--- src/rtl/iter_sequencer_if.sv ---
// Iteration sequencer control bundle.
// Carries the run controls (enb, start, length, mode, abort) from the datapath controller to the
// sequencer, and the status/flag outputs (busy, count, flag_first, flag_last, wrap, done,
// err_len) back to it.
//   master : controller side, drives the controls and observes the status
//   slave  : sequencer side, observes the controls and drives the status
interface iter_sequencer_if #(
  parameter int unsigned CNT_WIDTH = 16
) ();

  logic                 enb;
  logic                 start;
  logic [CNT_WIDTH-1:0] length;
  logic                 mode;
  logic                 abort;
  logic                 busy;
  logic [CNT_WIDTH-1:0] count;
  logic                 flag_first;
  logic                 flag_last;
  logic                 wrap;
  logic                 done;
  logic                 err_len;

  modport master (
    output enb,
    output start,
    output length,
    output mode,
    output abort,
    input  busy,
    input  count,
    input  flag_first,
    input  flag_last,
    input  wrap,
    input  done,
    input  err_len
  );

  modport slave (
    input  enb,
    input  start,
    input  length,
    input  mode,
    input  abort,
    output busy,
    output count,
    output flag_first,
    output flag_last,
    output wrap,
    output done,
    output err_len
  );

endinterface

--- src/rtl/iter_sequencer.sv ---
// Run-time programmable iteration sequencer for multicycle arithmetic datapaths.
// Counts a latched number of iterations N under a start/busy/done handshake with a stall enable,
// and flags the first FIRST_CYCLES iterations (feedback mux select) and the last iteration.
// Single-pass mode ends with a one-cycle DONE state; continuous mode wraps back to count 0.
// Ports:
//   clk  : clock, rising edge
//   rst  : synchronous reset, active high
//   bus  : slave side of iter_sequencer_if (controls in, status/flags out)
module iter_sequencer #(
  parameter int unsigned CNT_WIDTH    = 16,
  parameter int unsigned FIRST_CYCLES = 2
) (
  input logic             clk,
  input logic             rst,
  iter_sequencer_if.slave bus
);

  localparam logic [CNT_WIDTH-1:0] One         = CNT_WIDTH'(1);
  localparam logic [CNT_WIDTH-1:0] FirstCycles = CNT_WIDTH'(FIRST_CYCLES);

  typedef enum logic [1:0] {StIdle, StRun, StDone} state_e;

  state_e               state_q, state_d;
  logic [CNT_WIDTH-1:0] count_q, count_d;
  logic [CNT_WIDTH-1:0] len_q, len_d;
  logic                 wrap_q, wrap_d;
  logic                 done_q, done_d;
  logic                 err_q, err_d;
  logic                 at_last;

  // len_q is never 0 while in RUN, so len_q - 1 cannot underflow there.
  assign at_last = (count_q == (len_q - One));

  always_ff @(posedge clk) begin
    if (rst) begin
      state_q <= StIdle;
      count_q <= '0;
      len_q   <= '0;
      wrap_q  <= 1'b0;
      done_q  <= 1'b0;
      err_q   <= 1'b0;
    end else begin
      state_q <= state_d;
      count_q <= count_d;
      len_q   <= len_d;
      wrap_q  <= wrap_d;
      done_q  <= done_d;
      err_q   <= err_d;
    end
  end

  always_comb begin
    state_d = state_q;
    count_d = count_q;
    len_d   = len_q;
    wrap_d  = 1'b0;
    done_d  = 1'b0;
    err_d   = 1'b0;

    if (bus.abort) begin
      // Abort wins over any transition and swallows a same-cycle err_len.
      state_d = StIdle;
      count_d = '0;
    end else begin
      unique case (state_q)
        StIdle: begin
          count_d = '0;
          // Start is accepted in IDLE even while stalled.
          if (bus.start) begin
            if (bus.length != '0) begin
              len_d   = bus.length;
              state_d = StRun;
            end else begin
              err_d = 1'b1;
            end
          end
        end
        StRun: begin
          if (bus.enb) begin
            if (!at_last) begin
              count_d = count_q + One;
            end else if (bus.mode) begin
              count_d = '0;
              wrap_d  = 1'b1;
            end else begin
              // count holds N-1 through DONE
              state_d = StDone;
              done_d  = 1'b1;
            end
          end
        end
        StDone: begin
          state_d = StIdle;
          count_d = '0;
        end
        default: begin
          state_d = StIdle;
          count_d = '0;
        end
      endcase
    end
  end

  assign bus.busy       = (state_q == StRun);
  assign bus.count      = count_q;
  assign bus.flag_first = bus.busy & (count_q < FirstCycles);
  assign bus.flag_last  = bus.busy & at_last;
  assign bus.wrap       = wrap_q;
  assign bus.done       = done_q;
  assign bus.err_len    = err_q;

endmodule
--- src/flat_wrapper.sv ---
// flat-port wrapper written by rule: the top's interface ports become plain ports
module iter_sequencer_flat 
#(
  parameter int unsigned CNT_WIDTH    = 16,
  parameter int unsigned FIRST_CYCLES = 2
)
  (clk, rst, bus_enb, bus_start, bus_length, bus_mode, bus_abort, bus_busy, bus_count, bus_flag_first, bus_flag_last, bus_wrap, bus_done, bus_err_len);
  iter_sequencer_if #(.CNT_WIDTH(CNT_WIDTH)) bus_i ();
  input logic clk;
  input logic rst;
  input wire logic [$bits(bus_i.enb)-1:0] bus_enb;
  input wire logic [$bits(bus_i.start)-1:0] bus_start;
  input wire logic [$bits(bus_i.length)-1:0] bus_length;
  input wire logic [$bits(bus_i.mode)-1:0] bus_mode;
  input wire logic [$bits(bus_i.abort)-1:0] bus_abort;
  output wire logic [$bits(bus_i.busy)-1:0] bus_busy;
  output wire logic [$bits(bus_i.count)-1:0] bus_count;
  output wire logic [$bits(bus_i.flag_first)-1:0] bus_flag_first;
  output wire logic [$bits(bus_i.flag_last)-1:0] bus_flag_last;
  output wire logic [$bits(bus_i.wrap)-1:0] bus_wrap;
  output wire logic [$bits(bus_i.done)-1:0] bus_done;
  output wire logic [$bits(bus_i.err_len)-1:0] bus_err_len;
  assign bus_i.enb = bus_enb;
  assign bus_i.start = bus_start;
  assign bus_i.length = bus_length;
  assign bus_i.mode = bus_mode;
  assign bus_i.abort = bus_abort;
  assign bus_busy = bus_i.busy;
  assign bus_count = bus_i.count;
  assign bus_flag_first = bus_i.flag_first;
  assign bus_flag_last = bus_i.flag_last;
  assign bus_wrap = bus_i.wrap;
  assign bus_done = bus_i.done;
  assign bus_err_len = bus_i.err_len;
  iter_sequencer #(.CNT_WIDTH(CNT_WIDTH), .FIRST_CYCLES(FIRST_CYCLES)) u_core (.clk(clk), .rst(rst), .bus(bus_i));
endmodule
--- config.mk ---
export PLATFORM = sky130hd
export DESIGN_NAME = iter_sequencer_flat
export DESIGN_NICKNAME = d
export VERILOG_FILES = /design/src/rtl/iter_sequencer_if.sv /design/src/rtl/iter_sequencer.sv /design/src/flat_wrapper.sv
export SDC_FILE = /design/constraint.sdc
export NUM_CORES = 1
export LEC_CHECK = 0
export CORE_ASPECT_RATIO = 0.9
export CORE_MARGIN = 2
export CORE_UTILIZATION = 35
export CTS_CLUSTER_SIZE = 14
export DETAILED_ROUTE_END_ITERATION = 7
export PLACE_DENSITY = 0.54
export SYNTH_ARGS = -nofsm -noshare
export SYNTH_HDL_FRONTEND = slang
export SYNTH_SLANG_ARGS = --single-unit
--- constraint.sdc ---
create_clock -name clk -period 5.1 [get_ports clk]
set_input_delay 1.02 -clock clk [delete_from_list [all_inputs] [get_ports clk]]
set_output_delay 1.02 -clock clk [all_outputs]
set_load 0.03 [all_outputs]
### Logic cells by family, run 1

Bar = 20 um.
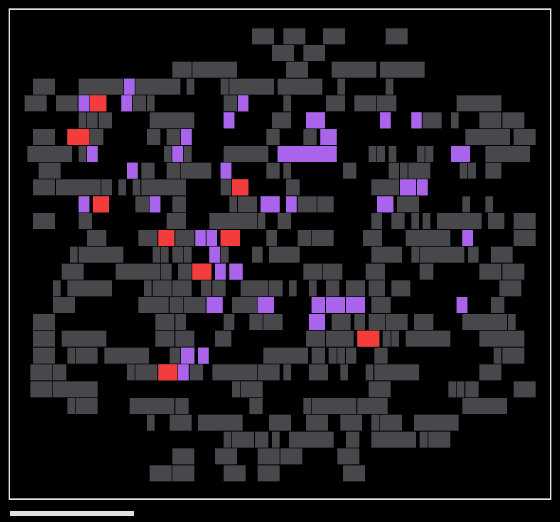
Key: inverting AOI/OAI gates = purple [cells 39]; AND-OR and OR-AND gates = red [cells 9]

### Metal layers overlaid, run 1

Two of the layers only.
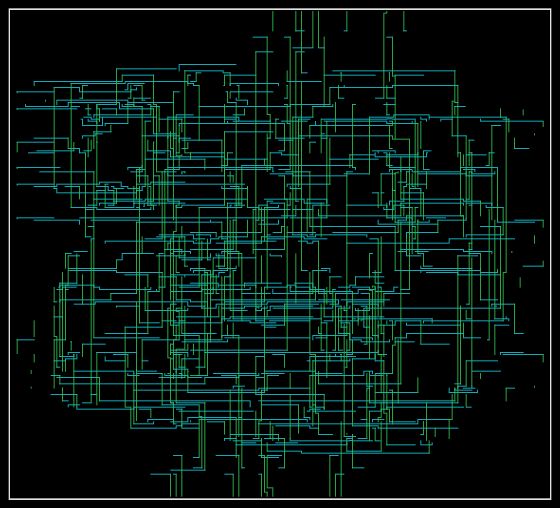
Key: met1 = cyan [wire length 2990 um]; met2 = green [wire length 2530 um]

==> impl_metrics.ini, run 1 <==
; yosys + openroad results
[grt]
grt-ovfl-total = 0
antenna_found_initial = 0
grt_first_pass_wirelength_um = 9763
grt_start_max_net_pins = 21
track_usage = 0.1804
grt_pass1_vias = 1918

[final_timing]
fin_crit_ns = 4.354
tightest_slew_ns = 0.9193
max_freq_mhz = 229.7
clock_skew_ns = 0.009112
finalSetupTns_ns = 0
drv_slew = 0
finalHoldViolations = 0
max_slew_margin = 0.3856
finalSetupViolCount = 0
finalClockPeriodUsage = 0.8538
rsz0062_at_grt = no

[clock_tree]
cts_tree = built
hold_buffers = 0
cts-resized-gates = 0
clock-sinks = 37
cts_root_buf = clkbuf_8
clock_latency_ns = 0.30
htreeDepth = 2
path_clk_slew_ns = 0.08
cts_setup_buffers = 0
clk_path_buf_depth = 2
cts_made_buffers = 5

[logic_synthesis]
synth_top_area_share = 0.3383
yosysWarnings = 0
ys_cells = 263
synth.distinct_cells = 49
ff_type = dfxtp_1
topCombFamilyByArea = simple AND/OR/NAND/NOR gates
synth_cells = 263
fp_nets = 287
syn_area_sq_mm = 0.002190
synth.avg_cell_area_sq_um = 8.325
edf_count = 0
top_cell = dfxtp_1
topCellsByArea = dfxtp_1 34%, mux2i_1 8.2%, nor2_1 6.2%
ys_top_cells_by_count = 37 x dfxtp_1, 36 x nor2_1, 18 x mux2i_1, 14 x xnor2_1
async_flop_share = 0
ys_chip_area_sq_mm = 0.002190
synth_top_cell_by_area = dfxtp_1
yosysSeqAreaShare = 0.3383
ys_ff = 37
ys_sh_aoi = 0.1509
mux_area_frac = 0.08229
synth.cellmix.adderShare = 0.01143
ys_sh_xor = 0.09600
simple_gate_area_frac = 0.2771

[flow_run]
drv_cap = 0
warnings = 26

[drt]
vias = 2024
routedWlPerCell_um = 15.51
firstDrtPassIters = 4
drc = 0
final_antenna_net_count = 0
vias_per_cell = 5.412
drtIter0Drc = 77
wl_um = 5800

[worst_setup_path]
cp-startpoint = u_core.len_q[2]
crit_fanout = 7
cp_num_buf_inv = 1
cp_slowest_cell = clkdlybuf4s50_1
arrival_ns = 3.33
worst-endpoint-required_ns = 4.08
rr_startpoint = u_core.len_q[2]
startpoint_type = register
r2r_setup_slack_ns = 1.59
criticalPathCategory = reg -> out
max_stage_delay_ns = 0.74
path_cells = or4_1 > or3_1 > nor4_2 > o32ai_1 > nor4b_1 > clkdlybuf4s50_1
crit_family = simple AND/OR/NAND/NOR gates
end_kind = primary output

[power]
irDropWorstVdd_mv = 0.1235
power_density_mw_per_mm2 = 231.2
power_w = 0.0006331
clock_power_share = 0.325
p_switching_w = 0.0001846
leakagePower_nw = 1.017
power.share.switching = 0.2915
seq_power_share = 0.482
intPower_w = 0.0004485
p_comb_frac = 0.193

[status]
status = completed

[floorplanning]
die_w_um = 87.38
io_pins = 44
core_sq_mm = 0.006081
initCoreUtil = 0.3601
num_rows = 27
dieArea_sq_mm = 0.006906
dieHeight_um = 79.04

[layout]
num-nets-final = 325
lay_top_count = clkdlybuf4s50_1
fillers = 630
comb_area_sq_mm = 0.001353
drive_gt1_frac = 0.04967
final_cell_mix = 43 x clkdlybuf4s50_1, 37 x dfxtp_1, 36 x nor2_1
regArea_sq_um = 740.7
area_delta_synth_final_pct = 25.03
n_antenna_cell = 0

[min_path]
min_from = u_core.state_q[0]
hp-class = reg -> reg

[placed_design]
place.gp.congestion = 0.8303
hpwl_um = 4352
portBuffers = 43
### Pin map, run 1

Pins as bars across the die edge, other pins in gray.
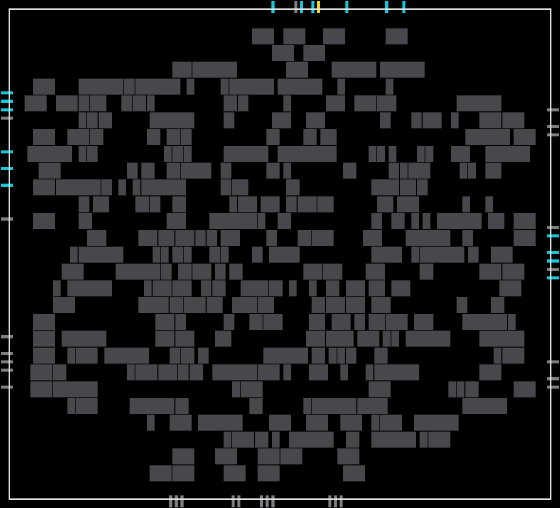
Key: bus_flag_last = yellow [pins 1, direction output, edge north]; bus_count = cyan [pins 16, direction output, edge 6 west, 6 north, 4 east]
All pins by edge: 13 west, 12 east, 11 south, 8 north.

## run 1: layer usage
metal,share of wire,up-vias,wire (um),GRT usage
met1,0.52,950,2993,0.2643
met4,0.010,0,59,0.04308
li1,-,1022,-,-
met3,0.037,6,213,0.03430
met5,0,-,0,0
met2,0.44,46,2533,0.2712
## run 1: path summary, 6_finish.rpt
path | cells past startpoint | endpoint
max | 6 | bus_flag_last
min | 2 | u_core.state_q[1]
max reg2reg | 7 | u_core.bus.count[15]
min reg2reg | 2 | u_core.state_q[1]
## run 1: power by group through the flow
stage	logic (W)	clock network (W)	registers [W]
3_3_place_gp	0.000122	0	0.000312
3_5_place_dp	0.000121	0	0.000312
5_1_grt	0.000135	0.000221	0.000307
6_report	0.000122	0.000206	0.000305
4_1_cts	0.000122	0.000209	0.000305
2_1_floorplan	0.0000844	0	0.000309
## run 1: flip-flops by register name, summed over array words and instances (netlist names)
signal / flops
u_core.len_q: 16
u_core.bus.err_len: 1
u_core.bus.wrap: 1
u_core.bus.count: 16
u_core.state_q: 2
u_core.bus.done: 1
## run 1: metrics by stage
step | util | hold slack (ns) | area [sq um] | setup WS, ns | instances
floorplan | - | 0.4688 | 2190 | 1.253 | 263
finish | 0.4502 | 0.5283 | 2738 | 0.7455 | 374
CTS | 0.4502 | 0.5371 | 2738 | 0.7138 | 374
global placement | 0.4366 | 0.5210 | 2655 | 1.109 | 366
global route | 0.4502 | 0.5517 | 2738 | 0.3894 | 374
detailed placement | 0.4366 | 0.5234 | 2655 | 1.055 | 366
## run 1: area by class of cell
class                      instances  area share
inverter                          11     0.01508
sequential                        37      0.2706
clock inverter                     2    0.003656
multi-input combinational        203      0.4941
timing repair buffer              43      0.1572
clock buffer                       6     0.02651
tap                               72     0.03291
## Run 2: what changed since run 1
--- a/config.mk
+++ b/config.mk
@@ -6,11 +6,11 @@
 export NUM_CORES = 1
 export LEC_CHECK = 0
 export CORE_ASPECT_RATIO = 0.9
-export CORE_MARGIN = 2
 export CORE_UTILIZATION = 35
 export CTS_CLUSTER_SIZE = 14
 export DETAILED_ROUTE_END_ITERATION = 7
-export PLACE_DENSITY = 0.54
+export DONT_BUFFER_PORTS = 1
+export PLACE_DENSITY = 0.45
 export SYNTH_ARGS = -nofsm -noshare
 export SYNTH_HDL_FRONTEND = slang
 export SYNTH_SLANG_ARGS = --single-unit
==> impl_metrics.ini, run 2 <==
; yosys + openroad results
[status]
status = completed

[layout]
final_cells = 330
final_cell_mix = 37 x dfxtp_1, 36 x nor2_1, 18 x mux2i_1
final_util = 0.4047
drive_gt1_frac = 0.06923
n_antenna_cell = 0
lay_top_count = dfxtp_1
area_delta_synth_final_pct = 8.228
fin_area_sq_mm = 0.002370

[power]
p_comb_w = 0.0000988
clock_power_w = 0.000304
power_w = 0.0007094
power_density_mw_per_mm2 = 299.4
power_top_consumer = registers
irDropWorstVdd_mv = 0.1177
p_comb_frac = 0.139
p_switching_w = 0.0001764
intPower_w = 0.0005330
seq_power_share = 0.432
power.share.switching = 0.2486
clock_power_share = 0.429
powerSeq_w = 0.000307

[final_timing]
finalClockPeriodUsage = 0.8102
clock_skew_ns = 0.007186
rsz0062_at_grt = no
fin_crit_ns = 4.132
tightest_slew_ns = 0.8858
max_slew_margin = 0.4081
max_freq_mhz = 242.0
drv_slew = 0
finalSetupViolCount = 0
finalSetupTns_ns = 0

[logic_synthesis]
simple_gate_area_frac = 0.2771
fp_nets = 287
mux_area_frac = 0.08229
synth.distinct_cells = 49
synth.avg_cell_area_sq_um = 8.325
yosysSeqAreaShare = 0.3383
ys_sh_xor = 0.09600
synth_top_area_share = 0.3383
top_cell = dfxtp_1
ys_ff = 37
async_flop_share = 0
ys_chip_area_sq_mm = 0.002190
ff_type = dfxtp_1
topCellsByArea = dfxtp_1 34%, mux2i_1 8.2%, nor2_1 6.2%
edf_count = 0
synth.cellmix.adderShare = 0.01143
ys_cells = 263
synth_cells = 263
ys_sh_aoi = 0.1509
yosysWarnings = 0
ys_top_cells_by_count = 37 x dfxtp_1, 36 x nor2_1, 18 x mux2i_1, 14 x xnor2_1
syn_area_sq_mm = 0.002190
synth_top_cell_by_area = dfxtp_1

[worst_setup_path]
crit_family = simple AND/OR/NAND/NOR gates
criticalPathCategory = reg -> out
ff2ff_path_depth = 7
end_kind = primary output
crit_fanout = 9
worst-endpoint-required_ns = 4.08
arrival_ns = 3.11
r2r-end = u_core.bus.count[15]
cp_num_buf_inv = 1
max_stage_delay_ns = 0.70
startpoint_type = register
path_cells = inv_1 > ha_1 > o21ba_2 > a221oi_1 > o2111ai_1 > nor4_1 > nor2b_1 > nor4b_2
rr_startpoint = u_core.len_q[2]

[grt]
grt-ovfl-total = 0
grt_pass1_vias = 1961
grt_first_pass_wirelength_um = 10180
antenna_found_initial = 0
grt_start_max_net_pins = 21
track_usage = 0.1971

[drt]
drc = 0
vias_per_cell = 5.682
vias = 1875
wl_um = 5856
firstDrtPassIters = 4
routedWlPerCell_um = 17.75
final_antenna_net_count = 0
drtIter0Drc = 45

[min_path]
min_from = u_core.state_q[0]
hold_end = u_core.state_q[1]
hold_depth = 2
hp-class = reg -> reg

[floorplanning]
dieHeight_um = 77.04
dieArea_sq_mm = 0.006577
io_pins = 44
initCoreUtil = 0.3739
die_w_um = 85.38
num_rows = 26
core_sq_mm = 0.005856

[placed_design]
portBuffers = 0
placedCellCount = 322
dpl_cell_area_sq_mm = 0.002236
place.gp.congestion = 0.7924
hpwl_um = 4444

[clock_tree]
clock_latency_ns = 0.29
clk_path_buf_depth = 2
htreeDepth = 2
hold_buffers = 0
cts_root_buf = clkbuf_8
path_clk_slew_ns = 0.08
cts_setup_buffers = 0
clock-sinks = 37
cts_made_buffers = 5

[flow_run]
drv_cap = 0
warnings = 26
run 2: netlist changes by cell type in the layout (fill, tap and decap cells not counted):
cell,delta
buf_4,+1
bufinv_16,+2
clkbuf_1,-1
clkdlybuf4s50_1,-43
clkinv_2,-1
nor4b_1,-1
nor4b_2,+1
run 2: layout make-up:
class / count / area [sq um]
clock buffers: 5 / 68.82
flip-flops and latches: 37 / 740.7
multi-input cells: 203 / 1359
clock inverters: 3 / 65.06
fillers: 628 / 3486
inverters: 11 / 41.29
repair buffers: 1 / 7.507
well taps: 70 / 87.58
run 2: layer usage:
layer | share of wire | global-route usage | wire length [um] | up-vias
met5 | 0 | 0 | 0 | -
met4 | 0.0082 | 0.05000 | 48 | 0
met3 | 0.049 | 0.04198 | 287 | 4
met2 | 0.45 | 0.3097 | 2616 | 45
met1 | 0.50 | 0.2738 | 2904 | 881
li1 | - | - | - | 945
run 2: stage by stage:
| stage | setup WS [ns] | hold slack (ns) |
|---|---|---|
| after global placement | 1.372 | 0.5048 |
| after floorplan | 1.253 | 0.4688 |
| after global routing | 0.7239 | 0.5531 |
| final | 0.9682 | 0.5100 |
| after CTS | 0.9286 | 0.5151 |
| after detailed placement | 1.286 | 0.5031 |
run 2: worst max path at each step:
| stage | start | end | slack [ns] | cells past startpoint |
|---|---|---|---|---|
| 2_1_floorplan | u_core.bus.count[7] | bus_flag_last | 1.25 | 6 |
| 5_1_grt | u_core.len_q[0] | bus_flag_last | 0.72 | 8 |
| 6_report | u_core.len_q[0] | bus_flag_last | 0.97 | 8 |
| 3_5_place_dp | u_core.len_q[0] | bus_flag_last | 1.29 | 8 |
| 4_1_cts | u_core.len_q[0] | bus_flag_last | 0.93 | 8 |
| 3_3_place_gp | u_core.len_q[0] | bus_flag_last | 1.37 | 8 |
### Sequential cells colored by netlist name, run 2

Bar = 20 um. Other sequential cells in the stronger gray, the rest of the logic in the fainter gray.
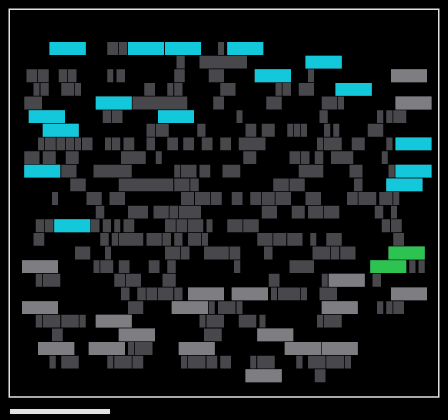
Key: u_core.bus.count = cyan [sequential cells 16]; u_core.state_q = green [sequential cells 2]
Another 19 sequential cells are not colored.

### Metal layers overlaid, run 2

Two of the layers only.
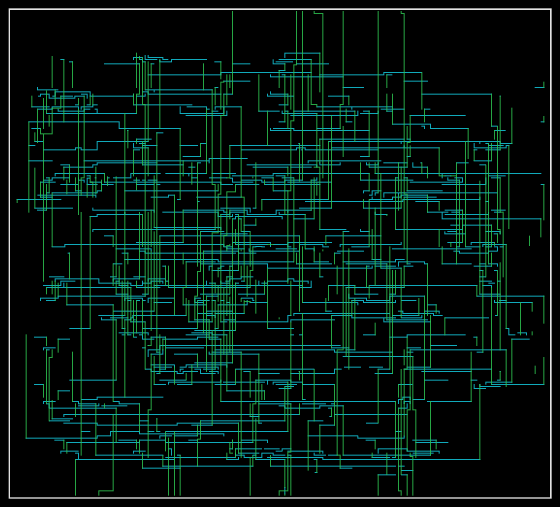
Key: met2 = green [wire length 2620 um]; met1 = cyan [wire length 2900 um]

## Run 3: what changed since run 2
--- a/config.mk
+++ b/config.mk
@@ -10,7 +10,7 @@
 export CTS_CLUSTER_SIZE = 14
 export DETAILED_ROUTE_END_ITERATION = 7
 export DONT_BUFFER_PORTS = 1
-export PLACE_DENSITY = 0.45
+export PLACE_DENSITY = 0.47
 export SYNTH_ARGS = -nofsm -noshare
 export SYNTH_HDL_FRONTEND = slang
 export SYNTH_SLANG_ARGS = --single-unit
==> constraint.sdc (replaced) <==
create_clock -name clk -period 3.5 [get_ports clk]
set_input_delay 0.7 -clock clk [delete_from_list [all_inputs] [get_ports clk]]
set_output_delay 0.7 -clock clk [all_outputs]
set_load 0.03 [all_outputs]
==> impl_metrics.ini, run 3 <==
; yosys + openroad results
[status]
status = completed

[drt]
vias_per_cell = 5.596
wl_met2_um = 2551
routedWlPerCell_um = 17.37
wl_met3_um = 330
drc = 0
wl_met1_um = 3030
wl_um = 5942
final_antenna_net_count = 0
vias = 1914
top_layer_used = met4
firstDrtPassIters = 4
drtIter0Drc = 124

[grt]
grt_pass1_vias = 1800
grt-ovfl-total = 0
grt_start_max_net_pins = 21
antenna_found_initial = 0
track_usage = 0.1925
grt_first_pass_wirelength_um = 9880

[logic_synthesis]
fp_nets = 287
ff_type = dfxtp_1
synth_top_area_share = 0.3383
syn_area_sq_mm = 0.002190
synth_cells = 263
top_cell = dfxtp_1
synth_top_cell_by_area = dfxtp_1
async_flop_share = 0
ys_top_cells_by_count = 37 x dfxtp_1, 36 x nor2_1, 18 x mux2i_1, 14 x xnor2_1
yosysWarnings = 0
ys_chip_area_sq_mm = 0.002190
edf_count = 0
ys_ff = 37
ys_cells = 263
synth.distinct_cells = 49
yosysSeqAreaShare = 0.3383
topCellsByArea = dfxtp_1 34%, mux2i_1 8.2%, nor2_1 6.2%
synth.avg_cell_area_sq_um = 8.325

[power]
irDropWorstVdd_mv = 0.1364
power_w = 0.0008966
power_density_mw_per_mm2 = 366.7
leakagePower_nw = 0.9307

[flow_run]
warnings = 27
drv_cap = 0

[final_timing]
drv_slew = 0
tightest_slew_ns = 0.6819
max_freq_mhz = 297.9
fin_crit_ns = 3.357
finalClockPeriodUsage = 0.9591
clock_skew_ns = 0.005231
setup_ws_ns = 0.1433
rsz0062_at_grt = yes
finalHoldViolations = 0
max_slew_margin = 0.5440
finalSetupViolCount = 0

[layout]
final_util = 0.4175
fin_area_sq_mm = 0.002445
final_cell_mix = 36 x nor2_1, 36 x dfxtp_1, 18 x mux2i_1
drive_gt1_frac = 0.1250
n_antenna_cell = 0
area_delta_synth_final_pct = 11.66
num-nets-final = 295

[placed_design]
portBuffers = 0
hpwl_um = 4484
place.gp.congestion = 0.7852
dpl_cell_area_sq_mm = 0.002326
pre_cts_ws_ns = 0.2288

[floorplanning]
dieArea_sq_mm = 0.006577
initCoreUtil = 0.3739
dieHeight_um = 77.04
die_w_um = 85.38
core_sq_mm = 0.005856
io_pins = 44
num_rows = 26

[clock_tree]
cts_tree = built
cts-resized-gates = 0
path_clk_slew_ns = 0.07
cts_root_buf = clkbuf_8
cts_made_buffers = 5
clk_path_buf_depth = 2
clock_latency_ns = 0.29
cts_setup_buffers = 0
clock-sinks = 37
htreeDepth = 2
hold_buffers = 0

[min_path]
hp-class = in -> reg

[worst_setup_path]
arrival_ns = 2.66
crit_fanout = 7
criticalPathCategory = reg -> out
worst-endpoint-required_ns = 2.80
startpoint_type = register
end_kind = primary output
-- run 3: cell counts after synthesis --
No cell type changed its count.
-- run 3: report_power, final --
group          internal [W]  switching, W
Clock              0.000142      0.000149
Combinational     0.0000695     0.0000902
Sequential         0.000431     0.0000154
Total              0.000642      0.000254
-- run 3: kinds of logic after synthesis --
group / share of synthesized area
AOI/OAI and AO/OA: 0.1509
xor gates and xnor gates: 0.09600
adders and majority gates: 0.01143
buffers and inverters: 0.04400
DFF: 0.3383
muxes: 0.08228
and+or+nand+nor: 0.2771
-- run 3: worst paths after layout --
path | startpoint | end | slack (ns) | depth (start not counted)
max | u_core.len_q[2] | bus_flag_last | 0.14 | 7
min | rst | u_core.len_q[0] | 0.48 | 1
max reg2reg | u_core.len_q[2] | u_core.bus.count[8] | 0.38 | 8
min reg2reg | u_core.state_q[0] | u_core.state_q[1] | 0.50 | 2
-- run 3: worst max-delay path, cell delays in order (launching register included) --
cell,delay [ns]
dfxtp_1,0.37
or4_4,0.59
or3_4,0.43
a21oi_1,0.12
o21ai_0,0.21
nor2b_4,0.19
nor4b_4,0.24
buf_4,0.21
-- run 3: area by class of cell --
cell class / count / area (sq um)
well taps: 70 / 87.58
multi-input cells: 203 / 1396
repair buffers: 13 / 97.59
inverters: 11 / 41.29
flip-flops and latches: 37 / 742.0
fillers: 598 / 3411
clock buffers: 8 / 80.08
-- run 3: stage by stage --
stage	setup TNS, ns	instances	hold slack (ns)
final	0	342	0.4766
after global routing	-0.02270	342	0.4657
after CTS	0	342	0.4727
after detailed placement	0	334	0.4939
after global placement	0	334	0.4989
after floorplan	0	263	0.4688
-- run 3: layer usage --
metal | vias to the layer above | global-route usage
met5 | - | 0
met4 | 0 | 0.04500
met3 | 4 | 0.04198
met2 | 53 | 0.2774
met1 | 895 | 0.2886
li1 | 962 | -
### Metal layers overlaid, run 3

Two of the layers only.
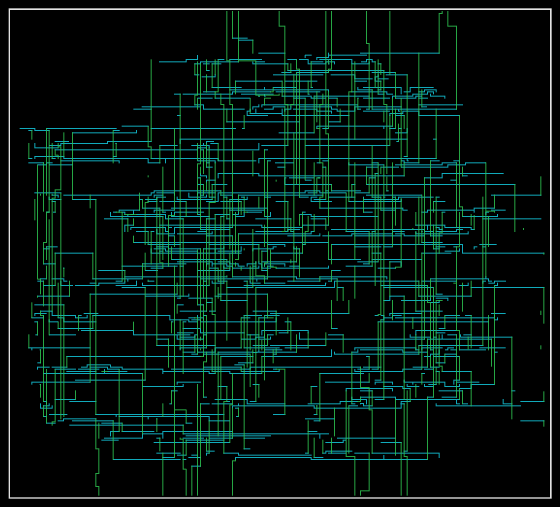
Key: met2 = green [wire length 2550 um]; met1 = cyan [wire length 3030 um]

### Pin map, run 3

Pins as bars across the die edge, other pins in gray.
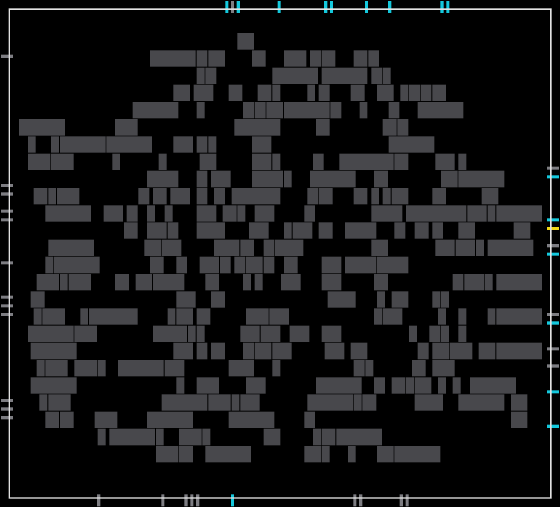
Key: bus_flag_last = yellow [pins 1, direction output, edge east]; bus_count = cyan [pins 16, direction output, edge 9 north, 6 east, 1 south]


==> layout pictures side by side <==
Clock routing.
Plate I
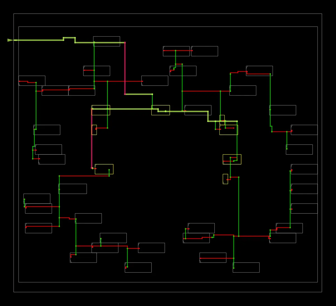
Plate II
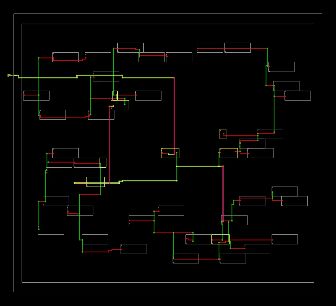
Plate III
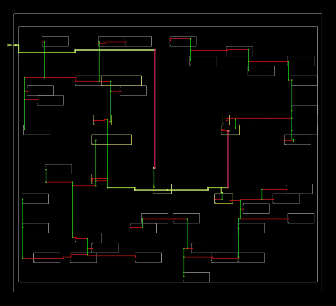
For run 3, see Plate I.
For run 1, see Plate II.
For run 2, see Plate III.

Power is estimated from default activity; no workload was simulated.
